run_1/met1.png
The bar under the picture is 20 um long.
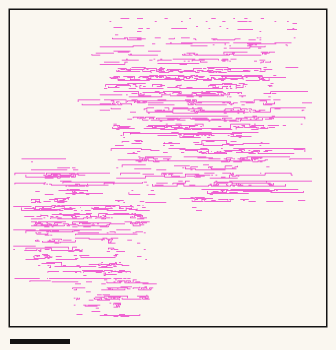
run_1/final_clocks.png
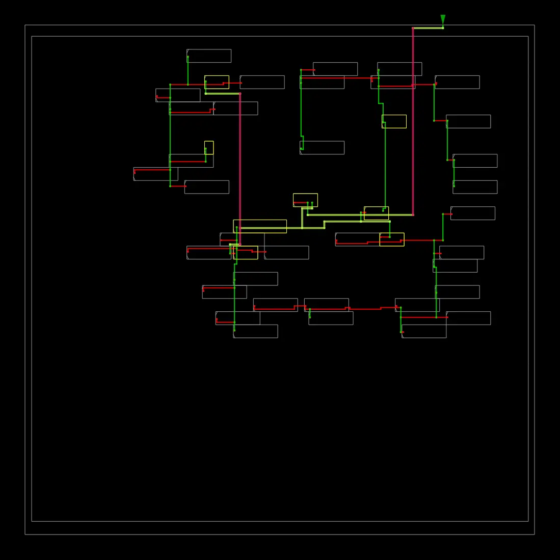
run_1/zoom.png
The bar under the picture is 20 um long. Window x 28 to 78, y 49 to 99 um. Cells in grey, sequential cells in the stronger grey; small squares are vias.
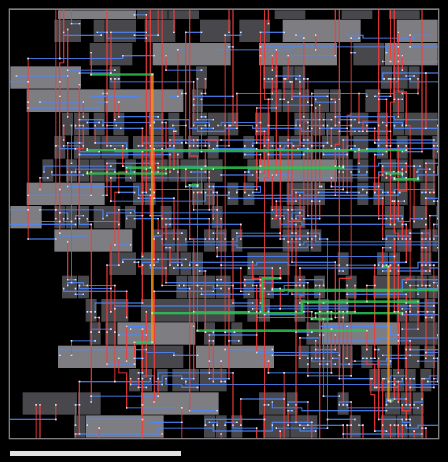
run_1/registers.png
The bar under the picture is 20 um long.
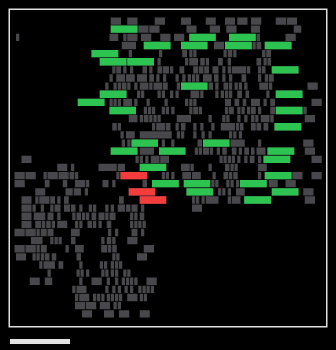
### config.mk
export PLATFORM = sky130hd
export DESIGN_NAME = multi_cycle_ctrl_fsm
export DESIGN_NICKNAME = d
export VERILOG_FILES = /design/src/rtl/multi_cycle_ctrl_fsm.sv
export SDC_FILE = /design/constraint.sdc
export NUM_CORES = 1
export LEC_CHECK = 0
export ABC_AREA = 1
export CORE_UTILIZATION = 25
export CTS_CLUSTER_DIAMETER = 200
export DETAILED_ROUTE_END_ITERATION = 16
export SETUP_SLACK_MARGIN = 0.5
export SLEW_MARGIN = 30
export SYNTH_ARGS = -nofsm -noshare
export SYNTH_HDL_FRONTEND = slang
export SYNTH_SLANG_ARGS = --single-unit
### constraint.sdc
create_clock -name CLK -period 5.85 [get_ports CLK]
set_input_delay 1.4625 -clock CLK [delete_from_list [all_inputs] [get_ports CLK]]
set_output_delay 1.4625 -clock CLK [all_outputs]
set_load 0.01 [all_outputs]
### src/rtl/multi_cycle_ctrl_fsm.sv
// Multi-cycle CPU control sequencer (IF/ID/EXE/MEM/WB/HALT).
// Decodes op/func from the IR and drives every datapath enable and mux
// select for the current state. Also keeps a retired-instruction counter.
// Ports:
//   CLK, Reset (async, active-low)
//   op, func         : IR fields [31:26] and [5:0]
//   zero, sign       : ALU flags used for branch resolution
//   state            : current FSM state
//   PCWre..PCSrc     : datapath controls, decoded from state/op/func/flags
//   illegal          : one-cycle pulse in ID for an unrecognised encoding
//   instret          : retired-instruction count (wraps)
module multi_cycle_ctrl_fsm #(
  parameter logic [4:0]  RA_IDX = 5'd31,
  parameter int unsigned CNT_W  = 32
) (
  input  logic             CLK,
  input  logic             Reset,
  input  logic [5:0]       op,
  input  logic [5:0]       func,
  input  logic             zero,
  input  logic             sign,
  output logic [2:0]       state,
  output logic             PCWre,
  output logic             IRWre,
  output logic             InsMemRW,
  output logic             RegWre,
  output logic [1:0]       RegDst,
  output logic             WrRegDSrc,
  output logic             ExtSel,
  output logic             ALUSrcA,
  output logic             ALUSrcB,
  output logic [2:0]       ALUOp,
  output logic             DBDataSrc,
  output logic             mRD,
  output logic             mWR,
  output logic [1:0]       PCSrc,
  output logic             illegal,
  output logic [CNT_W-1:0] instret
);

  // jal writes the link register selected by RegDst=00; r0 would discard it
  if (RA_IDX == 5'd0) begin : g_ra_chk
    $error("RA_IDX must not be register 0");
  end

  localparam logic [5:0] OP_RTYPE = 6'b000000;
  localparam logic [5:0] OP_ADDIU = 6'b001001;
  localparam logic [5:0] OP_ANDI  = 6'b001100;
  localparam logic [5:0] OP_ORI   = 6'b001101;
  localparam logic [5:0] OP_SLTI  = 6'b001010;
  localparam logic [5:0] OP_LW    = 6'b100011;
  localparam logic [5:0] OP_SW    = 6'b101011;
  localparam logic [5:0] OP_BEQ   = 6'b000100;
  localparam logic [5:0] OP_BNE   = 6'b000101;
  localparam logic [5:0] OP_BLTZ  = 6'b000001;
  localparam logic [5:0] OP_J     = 6'b000010;
  localparam logic [5:0] OP_JAL   = 6'b000011;
  localparam logic [5:0] OP_HALT  = 6'b111111;

  localparam logic [5:0] FN_ADD = 6'b100000;
  localparam logic [5:0] FN_SUB = 6'b100010;
  localparam logic [5:0] FN_AND = 6'b100100;
  localparam logic [5:0] FN_OR  = 6'b100101;
  localparam logic [5:0] FN_SLT = 6'b101010;
  localparam logic [5:0] FN_SLL = 6'b000000;
  localparam logic [5:0] FN_JR  = 6'b001000;

  localparam logic [2:0] ALU_ADD = 3'b000;
  localparam logic [2:0] ALU_SUB = 3'b001;
  localparam logic [2:0] ALU_SLL = 3'b010;
  localparam logic [2:0] ALU_OR  = 3'b011;
  localparam logic [2:0] ALU_AND = 3'b100;
  localparam logic [2:0] ALU_SLT = 3'b110;

  localparam logic [1:0] PC_SEQ = 2'b00;
  localparam logic [1:0] PC_BR  = 2'b01;
  localparam logic [1:0] PC_RS  = 2'b10;
  localparam logic [1:0] PC_JMP = 2'b11;

  localparam logic [1:0] DST_RA = 2'b00;
  localparam logic [1:0] DST_RT = 2'b01;
  localparam logic [1:0] DST_RD = 2'b10;

  typedef enum logic [2:0] {
    S_IF   = 3'b000,
    S_ID   = 3'b001,
    S_EXE  = 3'b010,
    S_MEM  = 3'b011,
    S_WB   = 3'b100,
    S_HALT = 3'b111
  } state_t;

  state_t           r_state;
  state_t           w_next_state;
  logic [CNT_W-1:0] r_instret;

  // Instruction class decode
  logic w_rtype, w_add, w_sub, w_and, w_or, w_slt, w_sll, w_jr;
  logic w_addiu, w_andi, w_ori, w_slti, w_lw, w_sw;
  logic w_beq, w_bne, w_bltz, w_j, w_jal, w_halt;
  logic w_alu_r, w_alu_i, w_mem, w_br, w_legal, w_ext_sign, w_br_taken;
  logic [2:0] w_alu_op;

  assign w_rtype = (op == OP_RTYPE);
  assign w_add   = w_rtype && (func == FN_ADD);
  assign w_sub   = w_rtype && (func == FN_SUB);
  assign w_and   = w_rtype && (func == FN_AND);
  assign w_or    = w_rtype && (func == FN_OR);
  assign w_slt   = w_rtype && (func == FN_SLT);
  assign w_sll   = w_rtype && (func == FN_SLL);
  assign w_jr    = w_rtype && (func == FN_JR);
  assign w_addiu = (op == OP_ADDIU);
  assign w_andi  = (op == OP_ANDI);
  assign w_ori   = (op == OP_ORI);
  assign w_slti  = (op == OP_SLTI);
  assign w_lw    = (op == OP_LW);
  assign w_sw    = (op == OP_SW);
  assign w_beq   = (op == OP_BEQ);
  assign w_bne   = (op == OP_BNE);
  assign w_bltz  = (op == OP_BLTZ);
  assign w_j     = (op == OP_J);
  assign w_jal   = (op == OP_JAL);
  assign w_halt  = (op == OP_HALT);

  assign w_alu_r    = w_add | w_sub | w_and | w_or | w_slt | w_sll;
  assign w_alu_i    = w_addiu | w_andi | w_ori | w_slti;
  assign w_mem      = w_lw | w_sw;
  assign w_br       = w_beq | w_bne | w_bltz;
  assign w_legal    = w_alu_r | w_jr | w_alu_i | w_mem | w_br | w_j | w_jal | w_halt;
  assign w_ext_sign = w_addiu | w_slti | w_mem | w_br;
  assign w_br_taken = (w_beq & zero) | (w_bne & ~zero) | (w_bltz & sign);

  // ALU operation for the decoded instruction; branches compare via subtract
  always_comb begin
    w_alu_op = ALU_ADD;
    if (w_sub || w_br)          w_alu_op = ALU_SUB;
    else if (w_sll)             w_alu_op = ALU_SLL;
    else if (w_or || w_ori)     w_alu_op = ALU_OR;
    else if (w_and || w_andi)   w_alu_op = ALU_AND;
    else if (w_slt || w_slti)   w_alu_op = ALU_SLT;
  end

  // State register
  always_ff @(posedge CLK or negedge Reset) begin
    if (!Reset) r_state <= S_IF;
    else        r_state <= w_next_state;
  end

  // Next state and per-state control decode
  always_comb begin
    w_next_state = r_state;
    PCWre        = 1'b0;
    IRWre        = 1'b0;
    InsMemRW     = 1'b1;
    RegWre       = 1'b0;
    RegDst       = DST_RA;
    WrRegDSrc    = 1'b0;
    ExtSel       = 1'b0;
    ALUSrcA      = 1'b0;
    ALUSrcB      = 1'b0;
    ALUOp        = ALU_ADD;
    DBDataSrc    = 1'b0;
    mRD          = 1'b0;
    mWR          = 1'b0;
    PCSrc        = PC_SEQ;
    illegal      = 1'b0;

    case (r_state)
      S_IF: begin
        IRWre        = 1'b1;
        w_next_state = S_ID;
      end

      S_ID: begin
        if (w_j || w_jal) begin
          PCSrc        = PC_JMP;
          PCWre        = 1'b1;
          RegWre       = w_jal;  // link write: RegDst=RA, data=PC+4
          w_next_state = S_IF;
        end else if (w_jr) begin
          PCSrc        = PC_RS;
          PCWre        = 1'b1;
          w_next_state = S_IF;
        end else if (w_halt) begin
          w_next_state = S_HALT;
        end else if (!w_legal) begin
          // Skip the instruction; not counted as retired
          illegal      = 1'b1;
          PCWre        = 1'b1;
          w_next_state = S_IF;
        end else begin
          w_next_state = S_EXE;
        end
      end

      S_EXE: begin
        ExtSel = w_ext_sign;
        if (w_br) begin
          ALUOp        = w_alu_op;
          PCWre        = 1'b1;
          PCSrc        = w_br_taken ? PC_BR : PC_SEQ;
          w_next_state = S_IF;
        end else if (w_mem) begin
          ALUOp        = ALU_ADD;
          ALUSrcB      = 1'b1;
          w_next_state = S_MEM;
        end else if (w_alu_r || w_alu_i) begin
          ALUOp        = w_alu_op;
          ALUSrcA      = w_sll;
          ALUSrcB      = w_alu_i;
          w_next_state = S_WB;
        end else begin
          w_next_state = S_IF;
        end
      end

      S_MEM: begin
        ExtSel  = w_ext_sign;
        ALUOp   = ALU_ADD;
        ALUSrcB = 1'b1;
        if (w_sw) begin
          mWR          = 1'b1;
          PCWre        = 1'b1;
          w_next_state = S_IF;
        end else if (w_lw) begin
          mRD          = 1'b1;
          w_next_state = S_WB;
        end else begin
          w_next_state = S_IF;
        end
      end

      S_WB: begin
        RegWre       = 1'b1;
        WrRegDSrc    = 1'b1;
        PCWre        = 1'b1;
        ExtSel       = w_ext_sign;
        w_next_state = S_IF;
        if (w_lw) begin
          RegDst    = DST_RT;
          DBDataSrc = 1'b1;
          mRD       = 1'b1;
        end else if (w_alu_i) begin
          RegDst  = DST_RT;
          ALUOp   = w_alu_op;
          ALUSrcB = 1'b1;
        end else begin
          RegDst  = DST_RD;
          ALUOp   = w_alu_op;
          ALUSrcA = w_sll;
        end
      end

      S_HALT: w_next_state = S_HALT;

      default: w_next_state = S_IF;
    endcase
  end

  // Retired-instruction counter; skipped illegal encodings do not count
  always_ff @(posedge CLK or negedge Reset) begin
    if (!Reset)                 r_instret <= '0;
    else if (PCWre && !illegal) r_instret <= r_instret + CNT_W'(1);
  end

  assign state   = r_state;
  assign instret = r_instret;

endmodule

==> CHANGELOG.md, run 1 <==
## Implementation

* Ao+oa area frac at 0.0656
* Layer with the highest usage: met2
* Post-DP Area at 3510 um2
* Worst setup EP type: primary output
* Worst-path clk slew at 80 ps
* Crit path from: op[2]
* # hold bufs at CTS at 0
* Status: completed
* Critical path buffers and inverters at 3
* Slowest CP cell: clkdlybuf4s50_1
* I/O pin count at 70
* Post-CTS Setup Inserts at 0
* Max-Cap Viols at 0
* Highest metal used: met4
* WL/cell at 12.1 um
* Buffers added on ports at 68
* Gpl congestion at 0.860
* Initial antenna violation count at 0
* Peak VDD IR at 0.0000753 V
* Critical setup path kind: primary input to primary output
* Core area at 10,400 um2
* Layout cells sized above 1 at 0.0587
* Final hold violations at 0
* CTS tree: done
* FF-to-FF End: instret[11]
* Die W at 106 um
* Die Size at 11,200 um2
* Hold path cells at 2
* WL final at 7630 um
* XORs/XNORs by Area at 0.0814
* PwrDens at 141 nW/um2
* CP max FO at 4
* Seq share, synth at 0.326
Notes on met1.png above:
- main direction: horizontal
- share of all routed wire: 47%
- wire length on this layer: 3,590 um
- longest straight run: 37.3 um
- nets with wire on the layer: 462

Notes on final_clocks.png above:
clock buffers: 6
Final Skew: 12.5 ps
CTS Buf Count: 5
total clock network power: 229 uW
clk sink count: 35

Notes on zoom.png above:
- met1: blue
- met4: orange
- met3: green
- met2: red
- most frequent: nand2_1 (78), nor2_1 (24), inv_1 (19)
- sequential cells in the window: 17
- cells with their middle in the window: 206
- netlist names of flops here include: `instret` (16), `state` (1)

Notes on registers.png above:
- `state`: red (placed flops 3)
- `instret`: green (placed flops 32)
Reg area: 876 um2
Layout Utilization: 0.350
seq pwr: 244 uW
flop share of the area: 0.242

run 1: final cells by class:
type	count	area (um2)	area share
clock inverter	2	35.0	0.00966
multi-input combinational	324	1550	0.428
timing repair buffer	70	696	0.192
inverter	57	214	0.0590
tap	136	170	0.0469
sequential	35	876	0.242
clock buffer	6	82.6	0.0228
run 1: synth_stat cells:
cell,count,share of area
nand2_1,140,0.20
nor2_1,62,0.087
inv_1,53,0.074
dfrtp_1,35,0.33
xor2_1,23,0.075
nand3_1,22,0.041
nor3_1,19,0.035
o21ai_0,14,0.026
nand4_1,9,0.021
nand2_2,6,0.014
o21ai_1,6,0.011
a21oi_1,4,0.0074
buf_4,4,0.011
inv_2,4,0.0056
nor2_4,3,0.013
a32oi_1,2,0.0065
nor3_2,2,0.0074
xnor2_1,2,0.0065
buf_2,1,0.0019
buf_6,1,0.0042
conb_1,1,0.0014
ha_1,1,0.0047
nand3_4,1,0.0065
nor2_2,1,0.0023
o211ai_1,1,0.0028
o21a_1,1,0.0028
o21ai_2,1,0.0033
o21bai_1,1,0.0028
o31ai_1,1,0.0028
or2_2,1,0.0023
run 1: state kept, by name (all words and copies together), names as in the netlist:
register  cells
instret      32
state         3
run 1: where the power goes:
group / total, mW / internal (mW) / leakage [nW] / switching (mW)
registers: 0.244 / 0.243 / 0.375 / 0.00127
clock network: 0.229 / 0.138 / 0.0612 / 0.0909
logic: 0.0396 / 0.0167 / 1.26 / 0.0229
run 1: worst reg2reg max path, delay by kind of cell (launching register included):
family / cells / cell delay [ps]
xor gates and xnor gates: 1 / 170
buffers and inverters: 2 / 440
DFF: 1 / 410
and+or+nand+nor: 6 / 770
run 1: cells by family after synthesis:
logic type / after synthesis
compound gates: 31
xor+xnor: 25
flops: 35
other cells: 1
fa+ha+maj: 1
simple gates: 266
buf+inv: 63
==> run 2: changes to the inputs <==
PLACE_DENSITY = 0.51   (was default)
SKIP_CTS_REPAIR_TIMING = 1   (was default)
SKIP_LAST_GASP = 1   (was default)
run_2/met1.png
The bar under the picture is 20 um long.
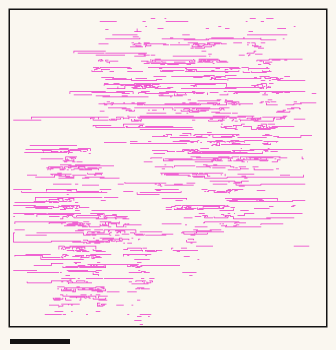
- nets with wire on the layer: 462
- longest straight run: 30.8 um
- main direction: horizontal

==> run 2 against run 1 <==
Synthesized cell count unchanged. Area after synthesis unchanged. Worst hold slack improved by 18 ps. Highest routed layer unchanged.
==> CHANGELOG.md, run 2 <==
## Implementation

* Gpl congestion at 0.875 (was 0.860)
* Ys flop type: dfrtp_1 (unchanged)
* Top-area cell share at 0.326 (unchanged)
* Internal power at 397 uW (about the same)
* Seq share, synth at 0.326 (unchanged)
* Cell type with the largest total area: dfrtp_1 (unchanged)
* Final hold violations at 0 (unchanged)
* Post-synth EDFFs at 0 (unchanged)
* Sw frac at 0.224 (was 0.225)
* Crit path from: op[1] (was op[2])
* Critical path buffers and inverters at 2 (was 3)
* WL final at 8050 um (was 7630 um)
* CP max FO at 7 (was 4)
* Largest register FFs at 32 (unchanged)
* Clk pwr share at 0.446 (about the same)
* Critical setup path kind: primary input to primary output (unchanged)
* Status: completed (unchanged)
* CTS tree: done (unchanged)
* Worst-path clk slew at 70 ps (was 80 ps)
* Comb power frac at 0.077 (about the same)
* CTS Buf Count at 5 (unchanged)
* Die Size at 11,200 um2 (unchanged)
* PwrDens at 142 nW/um2 (was 141 nW/um2)
* WL/cell at 12.8 um (was 12.1 um)
* Die height at 106 um (unchanged)
* Main area contributors: dfrtp_1 33%, nand2_1 20%, nor2_1 8.7%, xor2_1 7.5%, inv_1 7.4% (unchanged)
* Initial antenna violation count at 0 (unchanged)
* Synth Register Bits at 35 (unchanged)
* Buffers added on ports at 68 (unchanged)
* Core area at 10,400 um2 (unchanged)
* Die W at 106 um (unchanged)
* Layout Utilization at 0.348 (was 0.350)
* Worst setup EP type: primary output (unchanged)
* Layer with the highest usage: met2 (unchanged)
* Reg area at 876 um2 (unchanged)
* Post-DP Area at 3500 um2 (was 3510 um2)
* Peak VDD IR at 0.0000938 V (was 0.0000753 V)
* Max-Cap Viols at 0 (unchanged)
* Clk sink count at 35 (unchanged)
* Final Skew at 12.4 ps (was 12.5 ps)
* Async S/R FF share, synth at 1.00 (unchanged)
* Most common cell in the netlist: nand2_1 (unchanged)
* Combinational gate area at 1550 um2 (unchanged)
[run 2: cell counts after synthesis]
No cell type changed its count.
[run 2: cell families (layout without fill, tap and decap cells)]
logic type                 after synthesis  after routing  synth area share
and+or+nand+nor                        266            266             0.424
buffers and inverters                   63            134            0.0968
DFF                                     35             35             0.326
AOI/OAI and AO/OA                       31             31            0.0656
xor gates and xnor gates                25             25            0.0814
adders and majority gates                1              1           0.00465
other                                    1              1           0.00139
[run 2: path summary, 6_finish.rpt]
| path | slack [ps] | cells past startpoint | end |
|---|---|---|---|
| worst max-delay path | 750 | 13 | ALUOp[2] |
| max in group asynchronous | 4080 | 1 | instret[20] |
| worst min-delay path | 550 | 2 | instret[1] |
| worst max register to register | 3900 | 9 | instret[4] |
| min in group asynchronous | 1260 | 1 | instret[11] |
| worst min register to register | 550 | 2 | instret[1] |
[run 2: power groups by stage]
stage	clock, mW	sequential (mW)	combinational (mW)
finish	0.228	0.244	0.0391
global route	0.243	0.244	0.0443
CTS	0.236	0.244	0.0397
detailed placement	0	0.249	0.0396
global placement	0	0.249	0.0397
floorplan	0	0.249	0.0163
[run 2: tightest hold or removal path, cell delays in order, from the launching register on]
cell and delay, ps:
dfrtp_1 400, nand2_1 70, nand2_1 50
[run 2: final cells by class]
class | count | share of cell area
Clock buffer | 6 | 0.0229
Clock inverter | 2 | 0.00970
Inverter | 57 | 0.0592
Multi-Input combinational cell | 324 | 0.430
Sequential cell | 35 | 0.242
Tap cell | 136 | 0.0471
Timing Repair Buffer | 69 | 0.189
[run 2: metal layers]
metal	vias up	share of wire	wire (um)
met1	1263	0.48	3900
met5	-	0	0
met2	66	0.46	3720
met4	0	0.0045	36
met3	2	0.048	388
li1	1451	-	-
Power is estimated from default activity; no workload was simulated.
